--- config.mk ---
export PLATFORM = sky130hd
export DESIGN_NAME = wb_master_cmd_arbiter
export DESIGN_NICKNAME = d
export VERILOG_FILES = /design/src/rtl/wb_master_cmd_arbiter_pkg.sv /design/src/rtl/wb_master_cmd_arbiter_rr_pick.sv /design/src/rtl/wb_master_cmd_arbiter.sv
export SDC_FILE = /design/constraint.sdc
export NUM_CORES = 1
export LEC_CHECK = 0
export ABC_AREA = 1
export ABC_CLOCK_PERIOD_IN_PS = 1900
export CAP_MARGIN = 20
export CORE_AREA = 2 2 193 195
export CTS_BUF_LIST = sky130_fd_sc_hd__clkbuf_8
export DETAILED_ROUTE_END_ITERATION = 8
export DIE_AREA = 0 0 195 197
export PLACE_DENSITY = 0.54
export SYNTH_ARGS = -nofsm -noshare
export SYNTH_HDL_FRONTEND = slang
export SYNTH_SLANG_ARGS = --single-unit
--- constraint.sdc ---
create_clock -name clk -period 1.9 [get_ports clk]
set_clock_uncertainty 0.1 [all_clocks]
set_input_delay 0.19 -clock clk [delete_from_list [all_inputs] [get_ports clk]]
set_output_delay 0.19 -clock clk [all_outputs]
set_load 0.02 [all_outputs]
--- src/rtl/wb_master_cmd_arbiter_pkg.sv ---
// wb_master_cmd_arbiter_pkg: FSM state encoding and response constants shared by the arbiter files.
package wb_master_cmd_arbiter_pkg;
   typedef enum logic [1:0] {IDLE, ISSUE, WAIT_RESP} state_e;
   localparam logic [31:0] TIMEOUT_STATUS = 32'hFFFF_FFFF;
   localparam int          RESP_BIT       = 0;
endpackage

--- src/rtl/wb_master_cmd_arbiter_rr_pick.sv ---
// wb_arb_rr_pick: combinational round-robin pick of the first valid requester at/after ptr_i.
module wb_arb_rr_pick #(
   parameter int NUM_REQ = 2
) (
   input  logic [NUM_REQ-1:0]         req_i,
   input  logic [$clog2(NUM_REQ)-1:0] ptr_i,
   output logic [$clog2(NUM_REQ)-1:0] grant_o,
   output logic                       any_o
);
   localparam int IW = $clog2(NUM_REQ);
   int idx;
   always_comb begin
      grant_o = ptr_i;
      any_o   = 1'b0;
      idx     = 0;
      // scan farthest offset first so the nearest valid requester is written last
      for (int k = NUM_REQ - 1; k >= 0; k--) begin
         idx = (int'(ptr_i) + k) % NUM_REQ;
         if (req_i[IW'(idx)]) begin
            grant_o = IW'(idx);
            any_o   = 1'b1;
         end
      end
   end
endmodule

--- src/rtl/wb_master_cmd_arbiter.sv ---
// wb_master_cmd_arbiter: round-robin share of one wishbone_master command port, one command in flight.
// Define WB_ARB_TIMEOUT_EN to synthesise an error response after TIMEOUT cycles in WAIT_RESP.
module wb_master_cmd_arbiter
   import wb_master_cmd_arbiter_pkg::*;
#(
   parameter int NUM_REQ = 2,
   parameter int TIMEOUT = 1024
) (
   input  logic                   clk,
   input  logic                   rst,
   input  logic [NUM_REQ-1:0]     req_valid,
   input  logic [32*NUM_REQ-1:0]  req_command,
   input  logic [32*NUM_REQ-1:0]  req_address,
   input  logic [32*NUM_REQ-1:0]  req_data,
   output logic [NUM_REQ-1:0]     req_ack,
   output logic [NUM_REQ-1:0]     resp_en,
   output logic [31:0]            resp_status,
   output logic [31:0]            resp_address,
   output logic [31:0]            resp_data,
   output logic                   mst_in_ready,
   output logic [31:0]            mst_in_command,
   output logic [31:0]            mst_in_address,
   output logic [31:0]            mst_in_data,
   output logic                   mst_out_ready,
   input  logic                   mst_out_en,
   input  logic [31:0]            mst_out_status,
   input  logic [31:0]            mst_out_address,
   input  logic [31:0]            mst_out_data,
   output logic                   stray_resp
);
   localparam int IW = $clog2(NUM_REQ);
   if (NUM_REQ < 2 || NUM_REQ > 4 || TIMEOUT < 2) begin : g_bad_cfg
      $error("wb_master_cmd_arbiter: NUM_REQ must be 2..4 and TIMEOUT >= 2");
   end
   state_e             state_q, state_d;
   logic [IW-1:0]      ptr_q, ptr_d, owner_q, owner_d, grant;
   logic               any_valid;
   logic [31:0]        cmd_q, cmd_d, addr_q, addr_d, data_q, data_d;
   logic [31:0]        rstat_q, rstat_d, raddr_q, raddr_d, rdata_q, rdata_d;
   logic [NUM_REQ-1:0] resp_en_q, resp_en_d, owner_oh;
   logic               stray_q, stray_d, out_ready_q;
`ifdef WB_ARB_TIMEOUT_EN
   localparam int TW = $clog2(TIMEOUT);
   logic [TW-1:0] timer_q;
   always_ff @(posedge clk)
      timer_q <= (!rst || state_q != WAIT_RESP) ? '0 : timer_q + 1'b1;
`endif
   wb_arb_rr_pick #(.NUM_REQ(NUM_REQ)) u_pick (
      .req_i   (req_valid),
      .ptr_i   (ptr_q),
      .grant_o (grant),
      .any_o   (any_valid)
   );
   assign owner_oh       = {{(NUM_REQ-1){1'b0}}, 1'b1} << owner_q;
   assign mst_in_ready   = state_q == ISSUE;
   assign req_ack        = mst_in_ready ? owner_oh : '0;
   assign mst_in_command = cmd_q;
   assign mst_in_address = addr_q;
   assign mst_in_data    = data_q;
   assign mst_out_ready  = out_ready_q;
   assign resp_en        = resp_en_q;
   assign resp_status    = rstat_q;
   assign resp_address   = raddr_q;
   assign resp_data      = rdata_q;
   assign stray_resp     = stray_q;
   always_comb begin
      state_d   = state_q;
      ptr_d     = ptr_q;
      owner_d   = owner_q;
      cmd_d     = cmd_q;
      addr_d    = addr_q;
      data_d    = data_q;
      rstat_d   = rstat_q;
      raddr_d   = raddr_q;
      rdata_d   = rdata_q;
      resp_en_d = '0;
      stray_d   = mst_out_en && state_q != WAIT_RESP;
      if (state_q == IDLE && any_valid) begin
         owner_d = grant;
         cmd_d   = req_command[{grant, 5'd0} +: 32];
         addr_d  = req_address[{grant, 5'd0} +: 32];
         data_d  = req_data[{grant, 5'd0} +: 32];
         state_d = ISSUE;
      end else if (state_q == ISSUE) begin
         ptr_d   = (owner_q == IW'(NUM_REQ - 1)) ? '0 : owner_q + 1'b1;
         state_d = cmd_q[RESP_BIT] ? WAIT_RESP : IDLE;
      end else if (state_q == WAIT_RESP) begin
         if (mst_out_en) begin
            resp_en_d = owner_oh;
            rstat_d   = mst_out_status;
            raddr_d   = mst_out_address;
            rdata_d   = mst_out_data;
            state_d   = IDLE;
`ifdef WB_ARB_TIMEOUT_EN
         end else if (timer_q == TW'(TIMEOUT - 1)) begin
            resp_en_d = owner_oh;
            rstat_d   = TIMEOUT_STATUS;
            raddr_d   = addr_q;
            rdata_d   = '0;
            state_d   = IDLE;
`endif
         end
      end
   end
   always_ff @(posedge clk) begin
      if (!rst) begin
         state_q     <= IDLE;
         ptr_q       <= '0;
         owner_q     <= '0;
         cmd_q       <= '0;
         addr_q      <= '0;
         data_q      <= '0;
         rstat_q     <= '0;
         raddr_q     <= '0;
         rdata_q     <= '0;
         resp_en_q   <= '0;
         stray_q     <= 1'b0;
         out_ready_q <= 1'b0;
      end else begin
         state_q     <= state_d;
         ptr_q       <= ptr_d;
         owner_q     <= owner_d;
         cmd_q       <= cmd_d;
         addr_q      <= addr_d;
         data_q      <= data_d;
         rstat_q     <= rstat_d;
         raddr_q     <= raddr_d;
         rdata_q     <= rdata_d;
         resp_en_q   <= resp_en_d;
         stray_q     <= stray_d;
         out_ready_q <= state_d != ISSUE;
      end
   end
endmodule

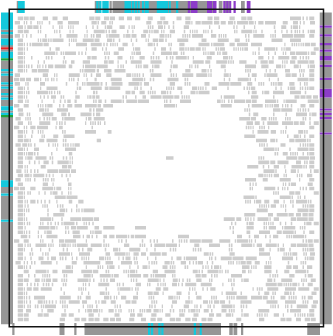
Figure 1: run 1, pin placement.
Pins as bars across the die edge, other pins in grey.
purple -> resp_data  # pins 32, direction output, edge 16 right, 16 top
cyan -> req_command  # pins 64, direction input, edge 29 left, 29 top, 6 bottom
green -> req_ack  # pins 2, direction output, edge left
red -> mst_out_ready  # pins 1, direction output, edge left
all pins by edge = 143 left, 143 right, 110 bottom, 96 top

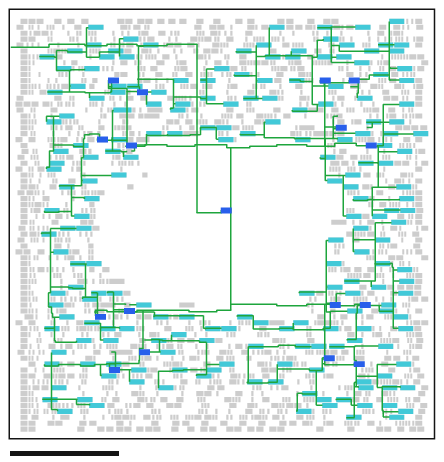
Figure 2: run 1, clock network drawn from the DEF.
Scale bar: 50 um.
blue -> clock drivers  # count 17
green -> clock wires  # length 2870 um
cyan -> flip-flops  # count 200
routed clock nets = 18
clock power share: 0.281
Power Clock: 0.00270 W
Worst-Skew Late Latency: 0.49 ns

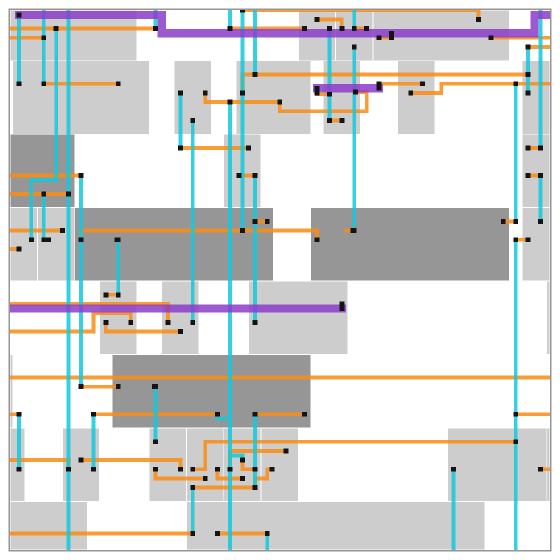
Figure 3: run 1, layout detail.
Window x 39 to 59, y 39 to 59 um. Cells in grey, sequential cells in the stronger grey; small squares are vias.
orange -> metal 1
purple -> metal 3
cyan -> metal 2
most frequent = nand2_1 (8), nor2_1 (5), inv_1 (4)
cells with their middle in the window = 28
sequential cells in the window = 3

==> reports/metrics.cfg, run 1 <==
[timing]
setup_tns_ns = 0
slew_headroom = 0.655
setup_ws_ns = 0.0882

[routing]
via_count = 9957
first_pass_iters = 4
drtAntennaViolNets = 0
wl_mm = 31.8
m1WireLength_mm = 13.5
routed-wl-met3_mm = 3.15

[global_route]
grt-ovfl-total = 0
grt_use_total = 0.162

[min_path]
hold_class = primary input to register
worstHoldPathCells = 3

[place]
gp_congestion = 0.774
dp_cells = 2465
post_dp_cell_area_sq_um = 14700

[synth]
fp_nets = 1854
synthCells = 1561
synth_cell_types = 17
synth_flops = 200

[clock_network]
cts.sinks = 200

[power_and_ir_drop]
comb-power_w = 0.00238
power-per-cell-area_nw_per_um2 = 636
pwr-share-seq = 0.470

[critical_path]
critPathSlowestCell = clkdlybuf4s50_1
worstPathArrival_ns = 1.52
required_ns = 1.61
cp_cell_sequence = clkdlybuf4s50_1

[layout]
postLayoutCellArea_sq_um = 15100

[run_status]
status = finished clean

## Run 2: what changed since run 1
ABC_CLOCK_PERIOD_IN_PS = 1870   (was 1900)
CORE_AREA = 2 2 194 196   (was 2 2 193 195)
DIE_AREA = 0 0 196 198   (was 0 0 195 197)
GPL_ROUTABILITY_DRIVEN = 0   (was default)
clock period = 1.87 ns   (was 1.9 ns; I/O delays follow)
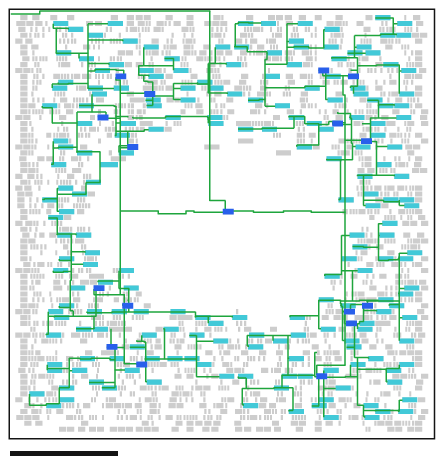
Figure 4: run 2, clock network drawn from the DEF.
Scale bar: 50 um.
blue -> clock drivers  # count 17
cyan -> flip-flops  # count 200
green -> clock wires  # length 2950 um
flops lie = all over the die
routed clock nets = 18
clock power share: 0.286
Power Clock: 0.00281 W

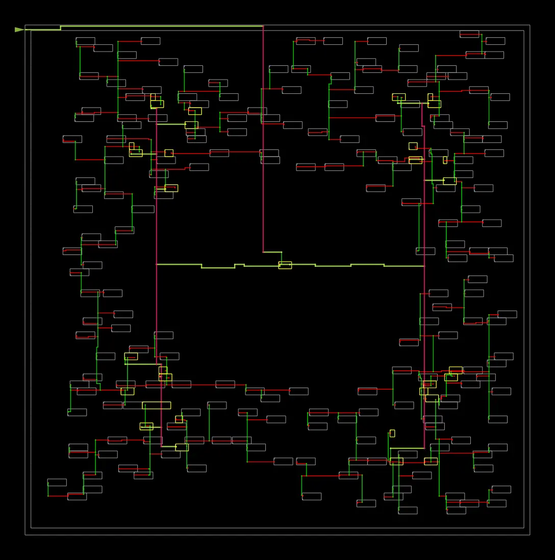
Figure 5: run 2, clock nets.
# clk buffers: 21
FFs & Latches: 200
clk sink count: 200
cts bufs inserted: 17

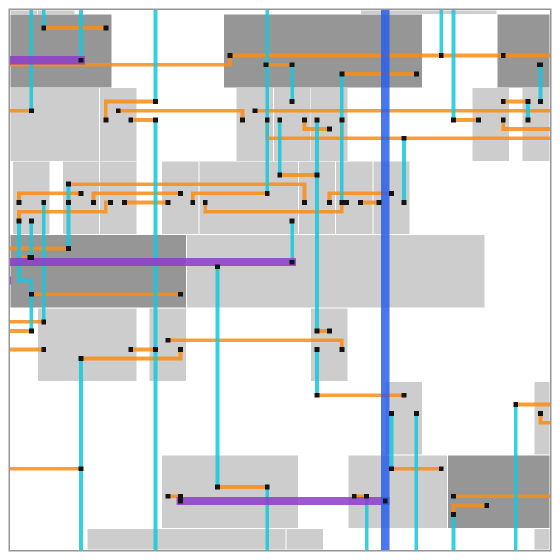
Figure 6: run 2, layout detail.
Window x 39 to 59, y 40 to 60 um. Cells in grey, sequential cells in the stronger grey; small squares are vias.
cyan -> metal 2
purple -> metal 3
blue -> metal 4
orange -> metal 1
most frequent = nand2_1 (9), nor2_1 (5), dfxtp_1 (4)
netlist names of flops here include = mst_in_data (3), mst_in_address (1)
sequential cells in the window = 4
cells with their middle in the window = 26

==> reports/metrics.cfg, run 2 <==
[run_status]
status = finished clean

[min_path]
hold_class = primary input to register
holdPathEnd = resp_data[4]
worstHoldPathCells = 3

[timing]
worstMarginPinSlew_ns = 0.441
setup_ws_ns = 0.0867
slew_headroom = 0.707
setup_tns_ns = 0

[global_route]
gr-usage-met1 = 0.183
grt_busiest_layer = met2
met3_usage = 0.0734
grt-ovfl-total = 0
grt_use_total = 0.160

[place]
post_dp_cell_area_sq_um = 14700
dp_cells = 2474

[synth]
synthArstFlopShare = 0
avgSynthCellArea_sq_um = 5.94
synth_flops = 200
synth_cell_types = 17
synthCells = 1561
edf_count = 0
fp_nets = 1854

[critical_path]
cp_cell_sequence = clkdlybuf4s50_1
crit_end = mst_in_data[0]
end_kind = output pin
critPathSlowestCell = clkdlybuf4s50_1
worstPathArrival_ns = 1.50
required_ns = 1.58

[layout]
comb_share = 0.270
num-nonclk-inverters = 199
layout_top_cells = nand2_1 (674), clkdlybuf4s50_1 (471), nor2_1 (391), inv_1 (199), dfxtp_1 (199)
top_area_cell_class = buffers

[power_and_ir_drop]
power-per-cell-area_nw_per_um2 = 647
comb-power_w = 0.00241
pwr-share-seq = 0.468

[routing]
drtAntennaViolNets = 0
routed-wl-met3_mm = 3.41
wl_mm = 31.9
first_pass_iters = 6
vias_per_cell = 3.97
via_count = 9944
m1WireLength_mm = 13.6

[die]
die_h_um = 198

[clock_network]
clock_latency_ns = 0.49

Power figures rest on the tool's default switching activity, not on a simulated workload.
